### Ports around the boundary, run 1

Drawn at 4 px/µm. Pins as bars across the die edge, other pins in grey.
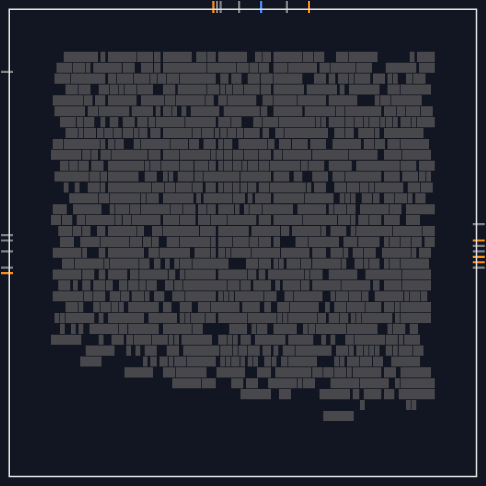
### M2 wires, run 1

Drawn at 3 px/µm. Cells faint in the background.
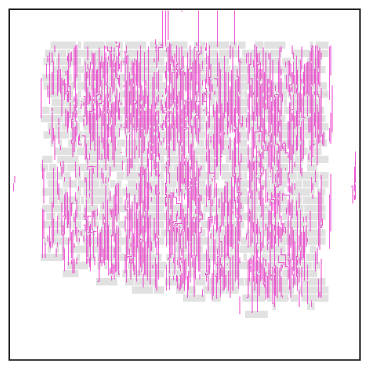
### Wiring by layer, run 1

Drawn at 3 px/µm. Two of the layers only.
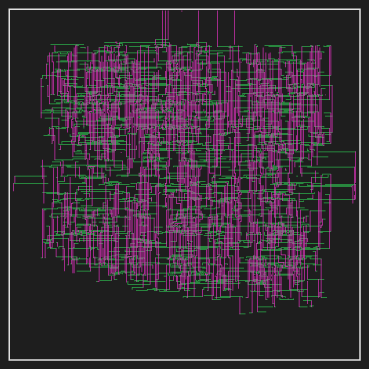
[config.mk]
export PLATFORM = sky130hd
export DESIGN_NAME = pin_debounce_flat
export DESIGN_NICKNAME = d
export VERILOG_FILES = /design/src/rtl/pin_debounce_if.sv /design/src/rtl/pin_debounce.sv /design/src/flat_wrapper.sv
export SDC_FILE = /design/constraint.sdc
export NUM_CORES = 1
export LEC_CHECK = 0
export ABC_AREA = 0
export CAP_MARGIN = 15
export CORE_MARGIN = 10
export CORE_UTILIZATION = 54
export CTS_CLUSTER_SIZE = 12
export DETAILED_ROUTE_END_ITERATION = 8
export PLACE_DENSITY = 0.83
export SETUP_SLACK_MARGIN = 0.1
export SYNTH_ARGS = -nofsm -noshare
export SYNTH_HDL_FRONTEND = slang
export SYNTH_SLANG_ARGS = --single-unit
[constraint.sdc]
create_clock -name CLK -period 1.6 [get_ports CLK]
set_input_delay 0.16 -clock CLK [delete_from_list [all_inputs] [get_ports CLK]]
set_output_delay 0.16 -clock CLK [all_outputs]
set_load 0.05 [all_outputs]
[src/rtl/pin_debounce_if.sv]
// Pin-side bundle for the debouncer: raw pin levels in, debounced levels and
// per-bit change strobes out.
interface pin_debounce_if #(
  parameter int WIDTH = 6
);
  logic [WIDTH-1:0] I;
  logic [WIDTH-1:0] O;
  logic [WIDTH-1:0] CHANGED;

  modport master (
    output I,
    input  O,
    input  CHANGED
  );

  modport slave (
    input  I,
    output O,
    output CHANGED
  );
endinterface

[src/rtl/pin_debounce.sv]
// Per-bit two-flop synchronizer followed by a saturating debounce counter; a new
// level is accepted only after THRESHOLD consecutive cycles at the synchronizer.
module pin_debounce #(
  parameter int WIDTH     = 6,
  parameter int THRESHOLD = 65536
) (
  input  logic          CLK,
  input  logic          RESET,
  pin_debounce_if.slave bus
);

  localparam int CW = (THRESHOLD > 1) ? $clog2(THRESHOLD) : 1;
  localparam logic [CW-1:0] CNT_MAX = CW'(THRESHOLD - 1);

  logic [WIDTH-1:0] o_vec;
  logic [WIDTH-1:0] changed_vec;

  genvar gi;
  generate
    for (gi = 0; gi < WIDTH; gi++) begin : g_bit
      logic          s1_reg;
      logic          s2_reg;
      logic [CW-1:0] cnt_reg;
      logic          o_reg;
      logic          changed_reg;
      logic [CW-1:0] cnt_next;
      logic          o_next;
      logic          changed_next;

      // Counter only runs while the synchronized level disagrees with O; it
      // saturates at CNT_MAX, where the new level is accepted.
      always_comb begin
        cnt_next     = '0;
        o_next       = o_reg;
        changed_next = 1'b0;
        if (s2_reg != o_reg) begin
          if (cnt_reg == CNT_MAX) begin
            o_next       = s2_reg;
            changed_next = 1'b1;
          end else begin
            cnt_next = cnt_reg + 1'b1;
          end
        end
      end

      always_ff @(posedge CLK) begin
        if (RESET) begin
          s1_reg      <= 1'b0;
          s2_reg      <= 1'b0;
          cnt_reg     <= '0;
          o_reg       <= 1'b0;
          changed_reg <= 1'b0;
        end else begin
          s1_reg      <= bus.I[gi];
          s2_reg      <= s1_reg;
          cnt_reg     <= cnt_next;
          o_reg       <= o_next;
          changed_reg <= changed_next;
        end
      end

      assign o_vec[gi]       = o_reg;
      assign changed_vec[gi] = changed_reg;
    end
  endgenerate

  assign bus.O       = o_vec;
  assign bus.CHANGED = changed_vec;

endmodule

[src/flat_wrapper.sv]
// flat-port wrapper written by rule: the top's interface ports become plain ports
module pin_debounce_flat 
#(
  parameter int WIDTH     = 6,
  parameter int THRESHOLD = 65536
)
  (CLK, RESET, bus_I, bus_O, bus_CHANGED);
  pin_debounce_if #(.WIDTH(WIDTH)) bus_i ();
  input  logic CLK;
  input  logic RESET;
  input wire logic [$bits(bus_i.I)-1:0] bus_I;
  output wire logic [$bits(bus_i.O)-1:0] bus_O;
  output wire logic [$bits(bus_i.CHANGED)-1:0] bus_CHANGED;
  assign bus_i.I = bus_I;
  assign bus_O = bus_i.O;
  assign bus_CHANGED = bus_i.CHANGED;
  pin_debounce #(.WIDTH(WIDTH), .THRESHOLD(THRESHOLD)) u_core (.CLK(CLK), .RESET(RESET), .bus(bus_i));
endmodule
==> CHANGELOG.md, run 1 <==
### Physical design

* Fin util at 0.7828
* CTS tree: done
* Worst setup path endpoint: u_core.g_bit[5].o_reg
* Iteration-0 DRC Markers at ~320
* Final setup TNS at -0.07573 ns
* Ant diodes at 0
* Hold WC Path Type: primary input to flip-flop
* Failing checks: negative setup slack
* Final Wtd Congestion at between 0.8 and 0.9
* Fin. Hold Viols at 0
* Reg-to-reg critical path endpoint: u_core.g_bit[5].o_reg
* Clock Pin Slew Worst Setup and Hold Paths at approximately 0.06 ns
* Yosys warns at 0
* WP data required at 2.06 ns
* Post-synth seq share at 0.4783
* Max_slew headroom at 0.6964
* Power, Total at between 7000 and 8000 µW
* Sw frac at 0.2047
* Inserted Clock Buffers at 17
* Status: finished, violations left
* Slew @ Worst Pin at around 0.45 ns
* # nets final at approximately 670
* Die Area at approximately 0.014 mm²
* H-tree Lvls at 4
* I/O pin total at 20
* Fin crit share at 1.040
* Final setup violation count at 4
* List of most frequent post-synthesis cells: dfxtp_1, nor2_1, xnor2_1, nand2_1, nand3_1
* Setup WS post-layout at -0.06333 ns
* # Max-Cap Violations at 0
* Synth area leader: dfxtp_1
* EDFF count, synth at 0
* Net Sw Power at ~1500 µW
Notes on 'Ports around the boundary' above:
colour	port	pins	direction	edge
blue	RESET	1	input	top
orange	bus_CHANGED	6	output	3 right, 2 top, 1 left
Port-buffer cells: 19
width of the die: 116.4 µm
Die Y-Extent: 116.4 µm

Notes on 'M2 wires' above:
wire length on this layer	7870 µm
main direction	vertical
longest straight run	38.1 µm
nets with wire on the layer	625
final WL: 14.85 mm
via count: 4584
met2 Use GR: 0.3179

Notes on 'Wiring by layer' above:
colour	layer	wire length
green	M1	5710 µm
magenta	M2	7870 µm
Routed wire per std cell: 19.02 µm
GRT Total Usage: 0.1810

run 1: power by group through the flow:
stage	Clock, µW	Sequential [µW]	Combinational [µW]
after floorplan	0	3080	50.7
after global placement	0	3080	102
after detailed placement	0	3080	106
after CTS	4150	3010	115
after global routing	4350	3010	151
final	4190	3010	142
run 1: cell usage in the layout, fill, tap and decap left out, types with 15 or more instances in the layout:
master / count
nor2_4: 21
nor2_1: 76
nand3_1: 23
xor2_1: 27
dfxtp_2: 37
clkbuf_16: 17
inv_1: 21
nand4_1: 21
buf_4: 71
dfxtp_1: 78
nor3_1: 15
nand2_1: 32
xnor2_1: 54
run 1: per-stage QoR:
| stage | setup WS, ns | std cells |
|---|---|---|
| after floorplan | -0.005791 | 564 |
| after global placement | 0.03455 | 733 |
| after detailed placement | -0.04163 | 733 |
| after CTS | 0.02619 | 773 |
| after global routing | -0.09304 | 781 |
| final | -0.06333 | 781 |
run 1: routing by layer:
layer	vias up	wire (µm)	global-route usage
met4	0	618	0.09508
met5	-	0	0
met3	60	655	0.05136
met1	2255	5710	0.1931
met2	173	7869	0.3179
li1	2096	-	-
run 1: repair_timing:
| action | 4_1_cts | 5_1_grt |
|---|---|---|
| pin swaps | 10 | 45 |
| setup endpoints to repair | 71 | 89 |
| endpoints found under the hold margin | 0 | 0 |
| resized | 28 | 127 |
| cloned | 1 | 2 |
| hold buffers | 0 | 0 |
| setup buffers | 7 | 6 |
run 1: cells by family (layout without fill, tap and decap cells):
group	Yosys count	in the layout	synth area share
compound gates	31	32	0.03911
simple gates	282	282	0.2803
fa+ha+maj	6	6	0.01495
buf+inv	42	147	0.04210
flops	120	120	0.4783
mux	2	2	0.003986
xor+xnor	81	81	0.1413
==> run 1 -> run 2 <==
--- a/config.mk
+++ b/config.mk
@@ -9,10 +9,11 @@
 export CAP_MARGIN = 15
 export CORE_MARGIN = 10
 export CORE_UTILIZATION = 54
-export CTS_CLUSTER_SIZE = 12
+export CTS_CLUSTER_SIZE = 8
 export DETAILED_ROUTE_END_ITERATION = 8
 export PLACE_DENSITY = 0.83
 export SETUP_SLACK_MARGIN = 0.1
 export SYNTH_ARGS = -nofsm -noshare
 export SYNTH_HDL_FRONTEND = slang
 export SYNTH_SLANG_ARGS = --single-unit
+export TNS_END_PERCENT = 20
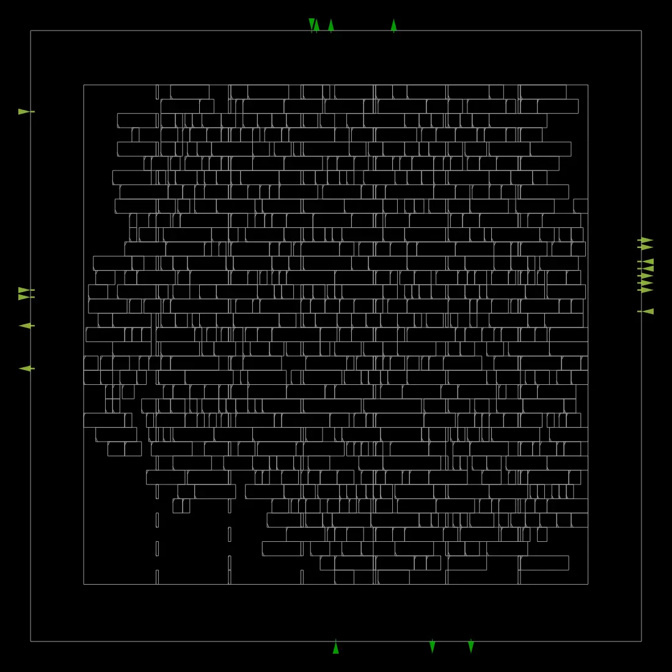
*Placed standard cells, run 2*
flop count: 120
core area: 0.009153 mm²

==> run 2 against run 1 <==
Effect of this change:
- the flow still finishes with violations (negative setup slack)
- first-iteration DRC count up 20%
- sequential share of layout area up 0.55 points
- final area down 2.1%
- clock power up 1%
- synthesized cell count unchanged
- non-clock buffer count up 1
- critical endpoint is now u_core.g_bit[0].cnt_reg[9]
- largest power group unchanged
==> CHANGELOG.md, run 2 <==
### Physical design

* Status: finished, violations left
* Failing checks: negative setup slack
* Inserted Clock Buffers at 17 (unchanged)
* Synth area leader: dfxtp_1
* Final setup TNS at -0.2870 ns (-0.2113 ns)
* Clock Pin Slew Worst Setup and Hold Paths at 0.06 ns (about the same)
* # nets final at 672 (+0.15%)
* Most numerous logic cells after layout: dfxtp_1, nor2_1, buf_4
* Crit path DAT at 2.06 ns
* Top pwr grp: clock
* H-tree Lvls at 4 (unchanged)
* Width of the die at 116.4 µm (unchanged)
* Worst setup path endpoint: u_core.g_bit[0].cnt_reg[9]
* List of most frequent post-synthesis cells: dfxtp_1, nor2_1, xnor2_1, nand2_1, nand3_1
* Hold EP: u_core.g_bit[5].s1_reg
* Die Y-Extent at 116.4 µm (unchanged)
* Slew @ Worst Pin at 0.4425 ns (-0.008673 ns)
* Hold WC Path Type: primary input to flip-flop
* Seq pwr at 3010 µW (about the same)
* Peak fanout along the critical path at 7
* Count leader, synth: dfxtp_1
* Max_slew headroom at 0.7023 (+0.005835)
* Die Area at 0.01356 mm² (unchanged)
* Hold-fix buffers, CTS at 0 (unchanged)
* Net Sw Power at 1451 µW (-3.6%)
* Final Wtd Congestion at 0.8756 (+6.3%)
* Post-route ant nets at 0
* First-pass DRT Iterations at 6
* Yosys warns at 0 (unchanged)
* Reg-to-reg critical path endpoint: u_core.g_bit[0].cnt_reg[9]
* Internal power at approximately 5900 µW
* Port-buffer cells at 19 (unchanged)
* P_clk at 4230 µW (+1%)
* P&R area growth vs syn at 39.69%
* # Cells Yosys at around 560
* CTS tree: done
* Dominant logic cell type in the layout: dfxtp_1
* Fin. Hold Viols at 0 (unchanged)
* I/O pin total at 20 (unchanged)
* Post-synth seq share at 0.4783 (unchanged)
* Sw frac at 0.1967 (-0.007976)
* Fin crit share at 1.030 (-0.009439)
* Setup WS post-layout at -0.04823 ns (+0.01510 ns)
* # Max-Cap Violations at 0 (unchanged)
* Final setup violation count at 16 (+12)
* EDFF count, synth at 0 (unchanged)
* Ant diodes at 0 (unchanged)
* Initial antenna violation count at 0
* WP data required at 2.01 ns (-0.05 ns)
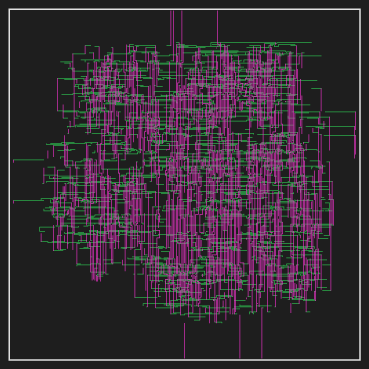
*Wiring by layer, run 2*
Drawn at 3 px/µm. Two of the layers only.
colour	layer	wire length
magenta	M2	7560 µm
green	M1	5270 µm
Routed wire per std cell: 18.54 µm
GRT Total Usage: 0.1826
final WL: 14.50 mm
via count: 4609

==> run 2: final cells by class <==
type | count | area share
timing repair buffer | 95 | 0.1168
tap | 111 | 0.01980
multi-input combinational | 403 | 0.4098
clock inverter | 7 | 0.02336
clock buffer | 25 | 0.06902
inverter | 21 | 0.01124
sequential | 120 | 0.3499
==> run 2: layer usage <==
layer | wire length [µm] | up-vias | global-route usage
li1 | - | 2107 | -
met4 | 765 | 0 | 0.08340
met2 | 7561 | 219 | 0.3401
met1 | 5274 | 2201 | 0.1825
met5 | 0 | - | 0
met3 | 901 | 82 | 0.05342
==> run 2: kinds of logic (layout without fill, tap and decap cells) <==
group | count (synthesis) | in the layout | synth area share
xor+xnor | 81 | 81 | 0.1413
buf+inv | 42 | 148 | 0.04210
mux | 2 | 2 | 0.003986
compound gates | 31 | 32 | 0.03911
fa+ha+maj | 6 | 6 | 0.01495
simple gates | 282 | 282 | 0.2803
flops | 120 | 120 | 0.4783
==> run 2: what timing repair did <==
item	4_1_cts	5_1_grt
setup buffers	1	10
endpoints found under the setup margin	78	94
resized	11	123
pin swaps	5	40
gates cloned	0	2
==> run 2: stage by stage <==
stage	cell area [µm²]	setup WS [ns]	utilization	instances
3_5_place_dp	5783	-0.08561	0.6319	737
6_report	7015	-0.04823	0.7665	782
5_1_grt	7015	-0.09668	0.7665	782
2_1_floorplan	5077	-0.005791	-	564
4_1_cts	6481	0.01999	0.7081	770
3_3_place_gp	5783	0.01967	0.6319	737
==> run 2: critical path, cell delays in order (launching register included) <==
cell and delay (ns):
dfxtp_2 0.36, ha_4 0.15, nand4_1 0.14, nor3_2 0.22, buf_4 0.17, a21o_1 0.22, buf_8 0.20, nor2_2 0.06
==> run 2 -> run 3 <==
--- a/config.mk
+++ b/config.mk
@@ -8,9 +8,10 @@
 export ABC_AREA = 0
 export CAP_MARGIN = 15
 export CORE_MARGIN = 10
-export CORE_UTILIZATION = 54
+export CORE_UTILIZATION = 57
 export CTS_CLUSTER_SIZE = 8
 export DETAILED_ROUTE_END_ITERATION = 8
+export DONT_BUFFER_PORTS = 1
 export PLACE_DENSITY = 0.83
 export SETUP_SLACK_MARGIN = 0.1
 export SYNTH_ARGS = -nofsm -noshare
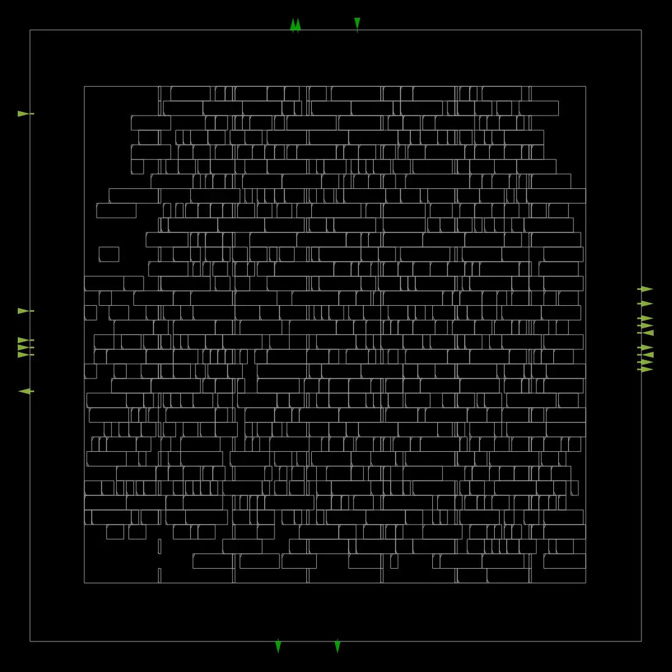
*Placed standard cells, run 3*
Layout Cells excl Fill: 764
fin util: 0.7775
core area: 0.008636 mm²
Well Taps: 108
# rows: 34

==> run 3 against run 2 <==
Effect of this change:
- the flow finishes with violations (negative hold slack)
- highest routed layer unchanged
- critical path depth is 3 lower
- largest cell class unchanged
- utilization up 1.1 points
- die area fell by 4.4%
- largest power group unchanged
==> CHANGELOG.md, run 3 <==
### Physical design

* Hold WC Path Type: primary input to flip-flop
* Failing checks: negative hold slack
* Hold WS at -0.2953 ns
* Setup bufs post-CTS at 6 (+5)
* Initial antenna violation count at 0 (unchanged)
* Worst setup path endpoint: u_core.g_bit[5].o_reg
* WP data required at 2.05 ns (+0.04 ns)
* Top Family by Delay on Critical Path: simple AND/OR/NAND/NOR gates
* Peak fanout along the critical path at 6 (-1)
* Dominant kind of combinational cell: simple AND/OR/NAND/NOR gates
* Dominant logic cell type in the layout: nor2_1
* Status: finished, violations left
* Crit. path cell count at 4 (-3)
* Crit path DAT at 2.05 ns (about the same)
* Internal power at 5680 µW (-4.1%)
* Max stage delay on crit path at 0.59 ns (+0.23 ns)
* Fin. Hold Viols at 6 (+6)
* Adders+Majority by Area at 0.01495 (unchanged)
* Reg-to-reg critical path endpoint: u_core.g_bit[5].o_reg
* Count leader, synth: dfxtp_1
* H-tree Lvls at 4 (unchanged)
* Post-route ant nets at 0 (unchanged)
* Net Sw Power at 1350 µW (-6.9%)
* Final setup violation count at 0 (-16)
* WP buf/inv at 0 (-2)
* Hold-fix buffers, CTS at 17 (+17)
* PostCTS Resize Cnt at 18 (+7)
* EDFF count, synth at 0 (unchanged)
* Max_slew headroom at 0.6413 (-0.06095)
* Slew @ Worst Pin at 0.5373 ns (+0.09477 ns)
* P_clk at 3900 µW (-7.8%)
* GRT Total Usage at 0.1792 (-0.003462)
* Final Wtd Congestion at 0.8166 (-6.7%)
* Top pwr grp: clock
* Ao+oa area frac at 0.03911 (unchanged)
* # Max-Cap Violations at 0 (unchanged)
* Yosys xor share at 0.1413 (unchanged)
* Die Area at 0.01297 mm² (-4.4%)
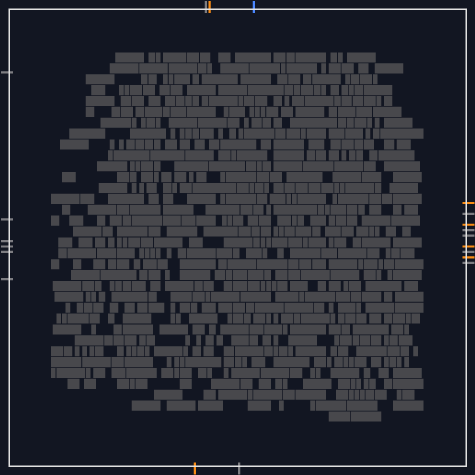
*Ports around the boundary, run 3*
Drawn at 4 px/µm. Pins as bars across the die edge, other pins in grey.
colour	port	pins	direction	edge
blue	RESET	1	input	top
orange	bus_CHANGED	6	output	4 right, 1 bottom, 1 top
Die Y-Extent: 113.9 µm
width of the die: 113.9 µm
Port-buffer cells: 0

==> run 3: worst min path at each step <==
stage	from	to	slack [ns]	depth (start not counted)
after floorplan	bus_I[0]	u_core.g_bit[0].s1_reg	0.29	1
final	RESET	u_core.g_bit[5].o_reg	-0.30	1
after detailed placement	RESET	u_core.g_bit[5].o_reg	0.24	1
after CTS	RESET	u_core.g_bit[5].o_reg	-0.31	1
after global placement	RESET	u_core.g_bit[5].o_reg	0.24	1
after global routing	RESET	u_core.g_bit[5].o_reg	-0.32	1
==> run 3: routing by layer <==
metal	GRT usage	wire length, µm	vias to the layer above
met5	0	0	-
met4	0.07268	194	0
met3	0.05512	564	20
met2	0.3204	6203	117
met1	0.1917	4848	2050
li1	-	-	2061
==> run 3: stage by stage <==
step	setup TNS, ns	setup WS, ns	util	power (µW)	hold slack (ns)
2_1_floorplan	-0.02574	-0.005791	-	3127	0.2882
3_3_place_gp	0	0.03858	0.6394	3145	0.2372
3_5_place_dp	0	0.01528	0.6394	3149	0.2371
4_1_cts	0	0.008498	0.7449	7049	-0.3131
5_1_grt	-0.1133	-0.05303	0.7775	7235	-0.3203
6_report	0	0.001370	0.7775	7030	-0.2953
==> run 3: layout make-up <==
type | count | area, µm²
repair buffers | 82 | 721.9
multi-input cells | 402 | 2705
flip-flops and latches | 120 | 2459
clock buffers | 24 | 501.7
inverters | 21 | 78.83
clock inverters | 7 | 112.6
fillers | 533 | 1922
well taps | 108 | 135.1
==> run 3: worst reg2reg max path, cell delays in order, from the launching register on <==
cell and delay, ns:
dfxtp_2 0.34, nand4_4 0.11, or4_4 0.59, or3_4 0.39, a21oi_2 0.11
Power is estimated from default activity; no workload was simulated.
